File: src/rtl/sysdefs.svh
// System-wide widths shared by the SAT datapath.
`ifndef SYSDEFS_SVH
`define SYSDEFS_SVH

// Literal lanes per clause.
`define VAR_PER_CLAUSE 5
// Width of a variable id.
`define MAX_VARS_BITS  8

`endif

File: src/rtl/sat_pkg.sv
// Shared types for the clause-evaluation datapath.
package sat_pkg;
    `include "sysdefs.svh"

    localparam int NUM_LANES = `VAR_PER_CLAUSE;
    localparam int VAR_BITS  = `MAX_VARS_BITS;

    // One clause as stored in clause memory.
    typedef struct packed {
        logic [NUM_LANES-1:0]               mask;
        logic [NUM_LANES-1:0]               pole;
        logic [NUM_LANES-1:0][VAR_BITS-1:0] vars;
    } clause_entry_t;

    // Sweep scheduler states.
    typedef enum logic [1:0] {
        S_IDLE,
        S_RUN,
        S_DRAIN,
        S_DONE
    } sched_state_e;
endpackage

File: src/rtl/sub_clause_evaluator.sv
// Combinational evaluation of one clause against the current variable state.
// A literal is true when its variable is assigned and the value equals the
// literal's pole. The unit implication assigns the open variable the value
// equal to its pole, which makes that literal true.
module sub_clause_evaluator
    import sat_pkg::*;
(
    input  logic                          en,
    input  logic [NUM_LANES-1:0]          mask,
    input  logic [NUM_LANES-1:0]          pole,
    input  logic [NUM_LANES*VAR_BITS-1:0] vars,
    input  logic [NUM_LANES-1:0]          unassign,
    input  logic [NUM_LANES-1:0]          val,
    output logic                          conflict,
    output logic                          unit_clause,
    output logic [VAR_BITS-1:0]           implied_var,
    output logic                          new_val
);
    localparam int CNT_W = $clog2(NUM_LANES + 1);

    logic [NUM_LANES-1:0] lit_true;
    logic [NUM_LANES-1:0] lit_open;
    logic [CNT_W-1:0]     open_cnt;

    // Classify each lane, count open literals and pick the open lane.
    always_comb begin
        lit_true    = mask & ~unassign & ~(val ^ pole);
        lit_open    = mask & unassign;
        open_cnt    = '0;
        implied_var = '0;
        new_val     = 1'b0;
        for (int l = NUM_LANES - 1; l >= 0; l--) begin
            if (lit_open[l]) begin
                open_cnt    = open_cnt + CNT_W'(1);
                implied_var = vars[l*VAR_BITS +: VAR_BITS];
                new_val     = pole[l];
            end
        end
        // An empty clause (mask = 0) is neither conflicting nor unit.
        conflict    = en && (mask != '0) && (lit_true == '0) && (lit_open == '0);
        unit_clause = en && (lit_true == '0) && (open_cnt == CNT_W'(1));
    end
endmodule

File: src/rtl/clause_eval_scheduler.sv
// Runs one BCP sweep over clause memory through a 3-stage pipeline:
//   S0 issues the clause read, S1 issues the variable-state read from the
//   returned literal ids, S2 evaluates the clause.
// Unit implications leave through imp_valid/imp_ready: imp_valid holds with
// stable data until the cycle both imp_valid and imp_ready are high. A unit
// result arriving while the output register is occupied and not being
// accepted stalls issue, S1 and S2; both memories hold their data while their
// read enable is low, so stalled stages see unchanged read data.
// The first conflict squashes S0/S1 and ends the sweep after the output
// register drains.
module clause_eval_scheduler
    import sat_pkg::*;
#(
    parameter int NUM_CLAUSES = 64,
    parameter int CLAUSE_BITS = $clog2(NUM_CLAUSES)
) (
    input  logic                          clock,
    input  logic                          reset_n,
    input  logic                          start,
    output logic                          busy,
    output logic                          done,
    output logic                          conflict,
    output logic [CLAUSE_BITS-1:0]        conflict_clause,
    output logic                          cl_rd_en,
    output logic [CLAUSE_BITS-1:0]        cl_rd_addr,
    input  logic [NUM_LANES-1:0]          cl_mask,
    input  logic [NUM_LANES-1:0]          cl_pole,
    input  logic [NUM_LANES*VAR_BITS-1:0] cl_vars,
    output logic                          vs_rd_en,
    output logic [NUM_LANES*VAR_BITS-1:0] vs_rd_addr,
    input  logic [NUM_LANES-1:0]          vs_unassign,
    input  logic [NUM_LANES-1:0]          vs_val,
    output logic                          imp_valid,
    input  logic                          imp_ready,
    output logic [VAR_BITS-1:0]           imp_var,
    output logic                          imp_val,
    output logic [CLAUSE_BITS-1:0]        imp_clause
);
    sched_state_e state, state_nxt;

    logic [CLAUSE_BITS-1:0] issue_cnt;
    logic                   s1_valid;
    logic [CLAUSE_BITS-1:0] s1_idx;
    logic                   s2_valid;
    logic [CLAUSE_BITS-1:0] s2_idx;
    clause_entry_t          s2_entry;

    logic                   ev_conflict;
    logic                   ev_unit;
    logic [VAR_BITS-1:0]    ev_var;
    logic                   ev_val;

    logic                   s2_conflict;
    logic                   s2_unit;
    logic                   imp_free;
    logic                   stall;
    logic                   issue;
    logic                   last_issue;
    logic                   pipe_empty;
    logic                   start_sweep;

    sub_clause_evaluator u_eval (
        .en          (s2_valid),
        .mask        (s2_entry.mask),
        .pole        (s2_entry.pole),
        .vars        (s2_entry.vars),
        .unassign    (vs_unassign),
        .val         (vs_val),
        .conflict    (ev_conflict),
        .unit_clause (ev_unit),
        .implied_var (ev_var),
        .new_val     (ev_val)
    );

    // Pipeline control: stall, issue and squash decisions for this cycle.
    always_comb begin
        s2_conflict = s2_valid && ev_conflict;
        s2_unit     = s2_valid && ev_unit && !ev_conflict;
        imp_free    = !imp_valid || imp_ready;
        stall       = s2_unit && !imp_free;
        issue       = (state == S_RUN) && !stall && !s2_conflict;
        last_issue  = issue && (issue_cnt == CLAUSE_BITS'(NUM_CLAUSES - 1));
        pipe_empty  = !s1_valid && !s2_valid && !imp_valid;
        cl_rd_en    = issue;
        cl_rd_addr  = issue ? issue_cnt : '0;
        vs_rd_en    = s1_valid && !stall && !s2_conflict;
        vs_rd_addr  = vs_rd_en ? cl_vars : '0;
    end

    // Sweep FSM next-state and status outputs.
    always_comb begin
        state_nxt   = state;
        busy        = 1'b0;
        done        = 1'b0;
        start_sweep = 1'b0;
        case (state)
            S_IDLE: begin
                if (start) begin
                    start_sweep = 1'b1;
                    state_nxt   = S_RUN;
                end
            end
            S_RUN: begin
                busy = 1'b1;
                if (last_issue || s2_conflict) begin
                    state_nxt = S_DRAIN;
                end
            end
            S_DRAIN: begin
                busy = 1'b1;
                if (pipe_empty) begin
                    state_nxt = S_DONE;
                end
            end
            S_DONE: begin
                done      = 1'b1;
                state_nxt = S_IDLE;
            end
            default: state_nxt = S_IDLE;
        endcase
    end

    // Sweep FSM state register.
    always_ff @(posedge clock) begin
        if (!reset_n) begin
            state <= S_IDLE;
        end else begin
            state <= state_nxt;
        end
    end

    // Clause issue counter: cleared on start, advances on each issued read.
    always_ff @(posedge clock) begin
        if (!reset_n) begin
            issue_cnt <= '0;
        end else if (start_sweep) begin
            issue_cnt <= '0;
        end else if (issue) begin
            issue_cnt <= issue_cnt + CLAUSE_BITS'(1);
        end
    end

    // S1/S2 stage registers: advance unless stalled, cleared by a conflict.
    always_ff @(posedge clock) begin
        if (!reset_n) begin
            s1_valid <= 1'b0;
            s1_idx   <= '0;
            s2_valid <= 1'b0;
            s2_idx   <= '0;
            s2_entry <= '0;
        end else if (s2_conflict) begin
            s1_valid <= 1'b0;
            s2_valid <= 1'b0;
        end else if (!stall) begin
            s1_valid       <= issue;
            s1_idx         <= issue_cnt;
            s2_valid       <= s1_valid;
            s2_idx         <= s1_idx;
            s2_entry.mask  <= cl_mask;
            s2_entry.pole  <= cl_pole;
            s2_entry.vars  <= cl_vars;
        end
    end

    // Conflict result: cleared at sweep start, latched on the first conflict.
    always_ff @(posedge clock) begin
        if (!reset_n) begin
            conflict        <= 1'b0;
            conflict_clause <= '0;
        end else if (start_sweep) begin
            conflict        <= 1'b0;
            conflict_clause <= '0;
        end else if (s2_conflict) begin
            conflict        <= 1'b1;
            conflict_clause <= s2_idx;
        end
    end

    // Implication output register: load on a unit when free, clear on accept.
    always_ff @(posedge clock) begin
        if (!reset_n) begin
            imp_valid  <= 1'b0;
            imp_var    <= '0;
            imp_val    <= 1'b0;
            imp_clause <= '0;
        end else if (s2_unit && imp_free) begin
            imp_valid  <= 1'b1;
            imp_var    <= ev_var;
            imp_val    <= ev_val;
            imp_clause <= s2_idx;
        end else if (imp_valid && imp_ready) begin
            imp_valid  <= 1'b0;
        end
    end
endmodule
File: config.mk
export PLATFORM = sky130hd
export DESIGN_NAME = clause_eval_scheduler
export DESIGN_NICKNAME = d
export VERILOG_FILES = /design/src/rtl/sat_pkg.sv /design/src/rtl/sub_clause_evaluator.sv /design/src/rtl/clause_eval_scheduler.sv
export VERILOG_INCLUDE_DIRS = /design/src /design/src/rtl
export SDC_FILE = /design/constraint.sdc
export NUM_CORES = 1
export LEC_CHECK = 0
export CORE_MARGIN = 2
export CORE_UTILIZATION = 32
export DETAILED_ROUTE_END_ITERATION = 8
export HOLD_SLACK_MARGIN = 0.1
export SLEW_MARGIN = 10
export SYNTH_ARGS = -nofsm -noshare
export SYNTH_HDL_FRONTEND = slang
export SYNTH_SLANG_ARGS = --single-unit
export TNS_END_PERCENT = 50
File: constraint.sdc
create_clock -name clock -period 5.55 [get_ports clock]
set_clock_uncertainty 0.05 [all_clocks]
set_input_delay 1.11 -clock clock [delete_from_list [all_inputs] [get_ports clock]]
set_output_delay 1.11 -clock clock [all_outputs]
set_load 0.01 [all_outputs]
==> results.yml <==
# synthesis and place-and-route metrics
outcome:
  outcome: "complete, no violations"
logic_synthesis:
  synthFlopType: "dfxtp_1"
  ys_sh_simple: 0.2780
  adder_share: 0.02697
  syn_area_um2: 4639
  async_reset_ff_frac: 0
  synth_seq_share: 0.4099
  xor_share: 0.02211
  ys_sh_mux: 0.03263
  synth.avg_cell_area_um2: 7.985
  ys.flops: 95
  aoi_share: 0.1766
  synth_nets: 655
  synth_cell_types: 49
  ys_chip_area_um2: 4639
  syn_inst: 581
  edf_count: 0
  ys_cells: 581
  synth_warnings: 0
  ys_top_logic_family: "simple AND/OR/NAND/NOR gates"
final_timing:
  finalSetupViolCount: 0
  fmax_mhz: 184.1
  final_max_slew_viol_count: 0
  rsz0062_at_grt: "no"
  slew_headroom: 0.5407
  worstMarginPinSlew_ns: 0.6865
  layout_setup_ws_ns: 0.1190
  tns_ns: 0
  period_minus_slack_ns: 5.431
  finalCritPeriodShare: 0.9786
  finalHoldViolCount: 0
pwr:
  irDropWorstVdd_v: 0.0001420
  p_switching_mw: 0.5604
  leakagePower_nw: 2.816
  pwr-share-clk: 0.341
  p_sw_frac: 0.2864
  powerDensity_nw_per_um2: 301.3
  p_comb_frac: 0.270
die:
  core_um2: 14370
  die_w_um: 124.4
  die_h_um: 124.4
  fp-utilization: 0.3229
  die_area_um2: 15480
setup_path:
  crit_path_end: "cl_rd_addr[2]"
  regToRegEndpoint: "s2_entry[7]"
  crit_family: "simple AND/OR/NAND/NOR gates"
  path_max_fanout: 4
  critical-path-slowest-cell: "dlygate4sd2_1"
  endpoint_kind: "output port"
  path_class: "in2out"
  rr_startpoint: "s2_entry[48]"
  cp.depth: 18
  start_kind: "input port"
  crit_chain: "dlygate4sd2_1 > and2_4 > ha_4 > and3b_1 > or2_4 > ha_4 > mux2_2 > ha_2 > nand3_2 > xnor2_2 > xnor2_1 > buf_4 > o2111ai_4 > buf_6 > nand3_2 > inv_4 > and2_1 > dlygate4sd2_1"
  critPathLaunch: "vs_unassign[4]"
  rr_worst_depth: 19
  cp.required_ns: 4.39
  max_stage_delay_ns: 0.28
  rrSetupSlack_ns: 1.75
finish:
  buf_share: 0.2250
  logic_area_um2: 2545
  flops: 95
  clk_share: 0.04989
  largest_reg_flops: 50
  design_area_um2: 6495
  areaGrowthSynthToFinish_pct: 39.99
  antenna_cells: 0
  largestRegisters: "s2_entry x50, imp_var x8"
  biggestCellCategory: "multi-input combinational cells"
  n_fill_cell: 1406
  n_all_inverters: 8
  top_register: "s2_entry"
  sh_comb_area: 0.3918
  mostFrequentLayoutCells: "nand2_1, dfxtp_1, clkdlybuf4s50_1, a21oi_1, and2_1"
  num-multi-input-gates: 438
  n_clock_buffer: 12
placed_design:
  dpl.hpwl_um: 9540
  dp_slack_ns: -0.5437
  globalplace.congestion: 0.8474
  dpl_cell_area_um2: 6231
route:
  drcViolationCount: 0
  detail-route-antenna-nets: 0
  post_drt_wl_per_cell_um: 14.88
  wl_um: 13540
  firstDrtPassIters: 5
  viasPerCell: 4.873
  vias: 4434
  drt_iter0_markers: 309
cts:
  postCtsHoldBufs: 0
  htreeDepth: 3
  cts_tree: "built"
  postCtsSetupBuffers: 6
  cts.sinks: 95
  numCtsBuffers: 9
  cts.repair.resized: 169
  insertion_delay_ns: 0.34
  cts.clk_slew.worst_paths_ns: 0.07
grt:
  gr-total-overflow: 0
  grt_start_max_net_pins: 49
  grt_pass1_vias: 4367
  grt_first_pass_wirelength_um: 21790
flow_run:
  warnings: 31
  max-cap-violations: 0
worst_hold_path:
  min_delay_path_depth: 2
  min_from: "s2_entry[16]"
  worstHoldEndpoint: "s2_entry[16]"
  hp-class: "reg2reg"
-- synthesized netlist by cell type, types with 2 or more instances --
master	count	area share
nand3_1	22	0.024
and2_1	50	0.067
or3_1	3	0.0040
a21oi_2	2	0.0038
nand2_1	149	0.12
inv_1	7	0.0057
a222oi_1	9	0.019
nor3_1	2	0.0022
nand3_2	2	0.0043
buf_2	10	0.011
o21ai_0	12	0.013
a21oi_1	80	0.086
o41ai_2	8	0.028
and3_1	2	0.0027
nor2_1	34	0.028
buf_1	2	0.0016
nand2b_1	4	0.0054
xnor2_1	3	0.0057
ha_1	10	0.027
xor2_1	6	0.011
clkbuf_1	20	0.016
dfxtp_1	95	0.41
mux2i_1	14	0.030
or4_1	2	0.0032
o211ai_1	2	0.0032
buf_6	7	0.017
nor3b_1	2	0.0032
-- stage by stage --
stage	hold slack (ns)	std cells	util	total power, mW
after floorplan	0.3812	581	-	1.041
after global placement	0.3883	885	0.4336	1.288
after detailed placement	0.3941	885	0.4336	1.297
after CTS	0.4024	909	0.4571	1.986
after global routing	0.4227	910	0.4520	2.052
final	0.4027	910	0.4520	1.957
-- routing by layer --
| layer | track usage | up-vias | routed length, um |
|---|---|---|---|
| met5 | 0 | - | 0 |
| met4 | 0.04296 | 0 | 150 |
| met3 | 0.03265 | 11 | 701 |
| met2 | 0.2944 | 130 | 6508 |
| met1 | 0.2205 | 2053 | 6181 |
| li1 | - | 2240 | - |
-- cells by family (layout without fill, tap and decap cells) --
logic type,Yosys count,in the layout
AND/OR/NAND/NOR,279,279
flip-flops,95,95
AND-OR/OR-AND,124,124
buffers and inverters,48,193
adder cells (fa/ha/maj),10,10
multiplexers,15,15
XOR/XNOR,10,10
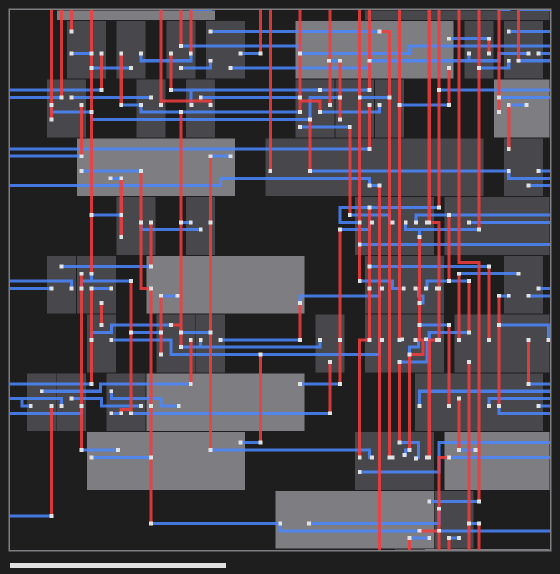
**Above:** a small window of the routed layout.
Bar = 10 um. Region (19, 19) to (44, 44) um. Cells in grey, sequential cells in the stronger grey; small squares are vias.
[metal 2] red
[metal 1] blue
sequential cells in the window: 7
most frequent: a21oi_1 (12), nand2_1 (10), dfxtp_1 (7)
netlist names of flops here include: s2_entry (6), imp_var (1)
cells with their middle in the window: 40

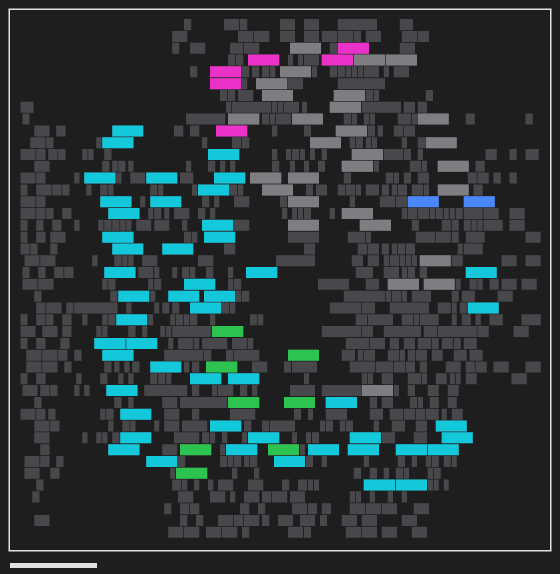
**Above:** register map, names as in the netlist.
Bar = 20 um. Other sequential cells in the stronger grey, the rest of the logic in the fainter grey.
[imp_clause] magenta | placed flops: 6 | where: north
[imp_var] green | placed flops: 8 | where: south
[s2_entry] cyan | placed flops: 50
[state] blue | placed flops: 2
not coloured: 29
Seq area share: 0.2928
Core Util, Final: 0.4520
Seq. pwr: 0.761 mW
Reg area: 1902 um^2

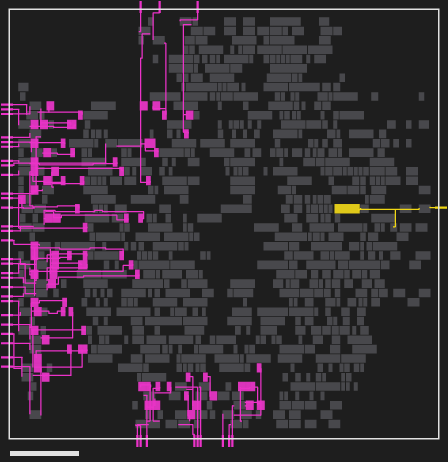
**Above:** wires at chosen ports, followed through buffers.
Bar = 20 um.
[cl_vars] magenta | bits: 40 | direction: input | edge: 28 west, 9 south, 3 north | end cells: 80 | wire: 1,190 um
[imp_valid] yellow | bits: 1 | direction: output | edge: east | end cells: 1 | wire: 26.0 um
I/O Buffers: 136
IO Count: 137

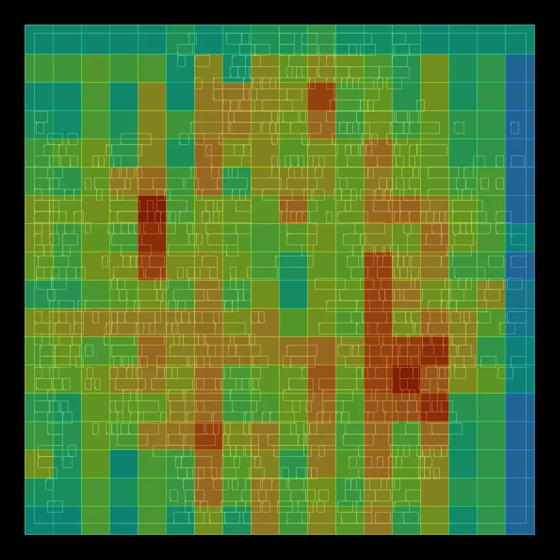
**Above:** track usage over the die.
gr usage total: 0.1711
grt peak-use layer: met2
grt met2 use: 0.2944

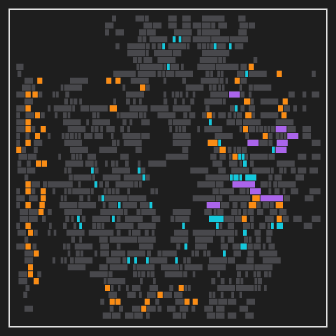
**Above:** gate-type map.
[fa/ha/maj cells] purple | cells: 10 | where: east
[and/or cells] orange | cells: 59 | where: widely spread
[nor cells] cyan | cells: 41

Power figures rest on the tool's default switching activity, not on a simulated workload.
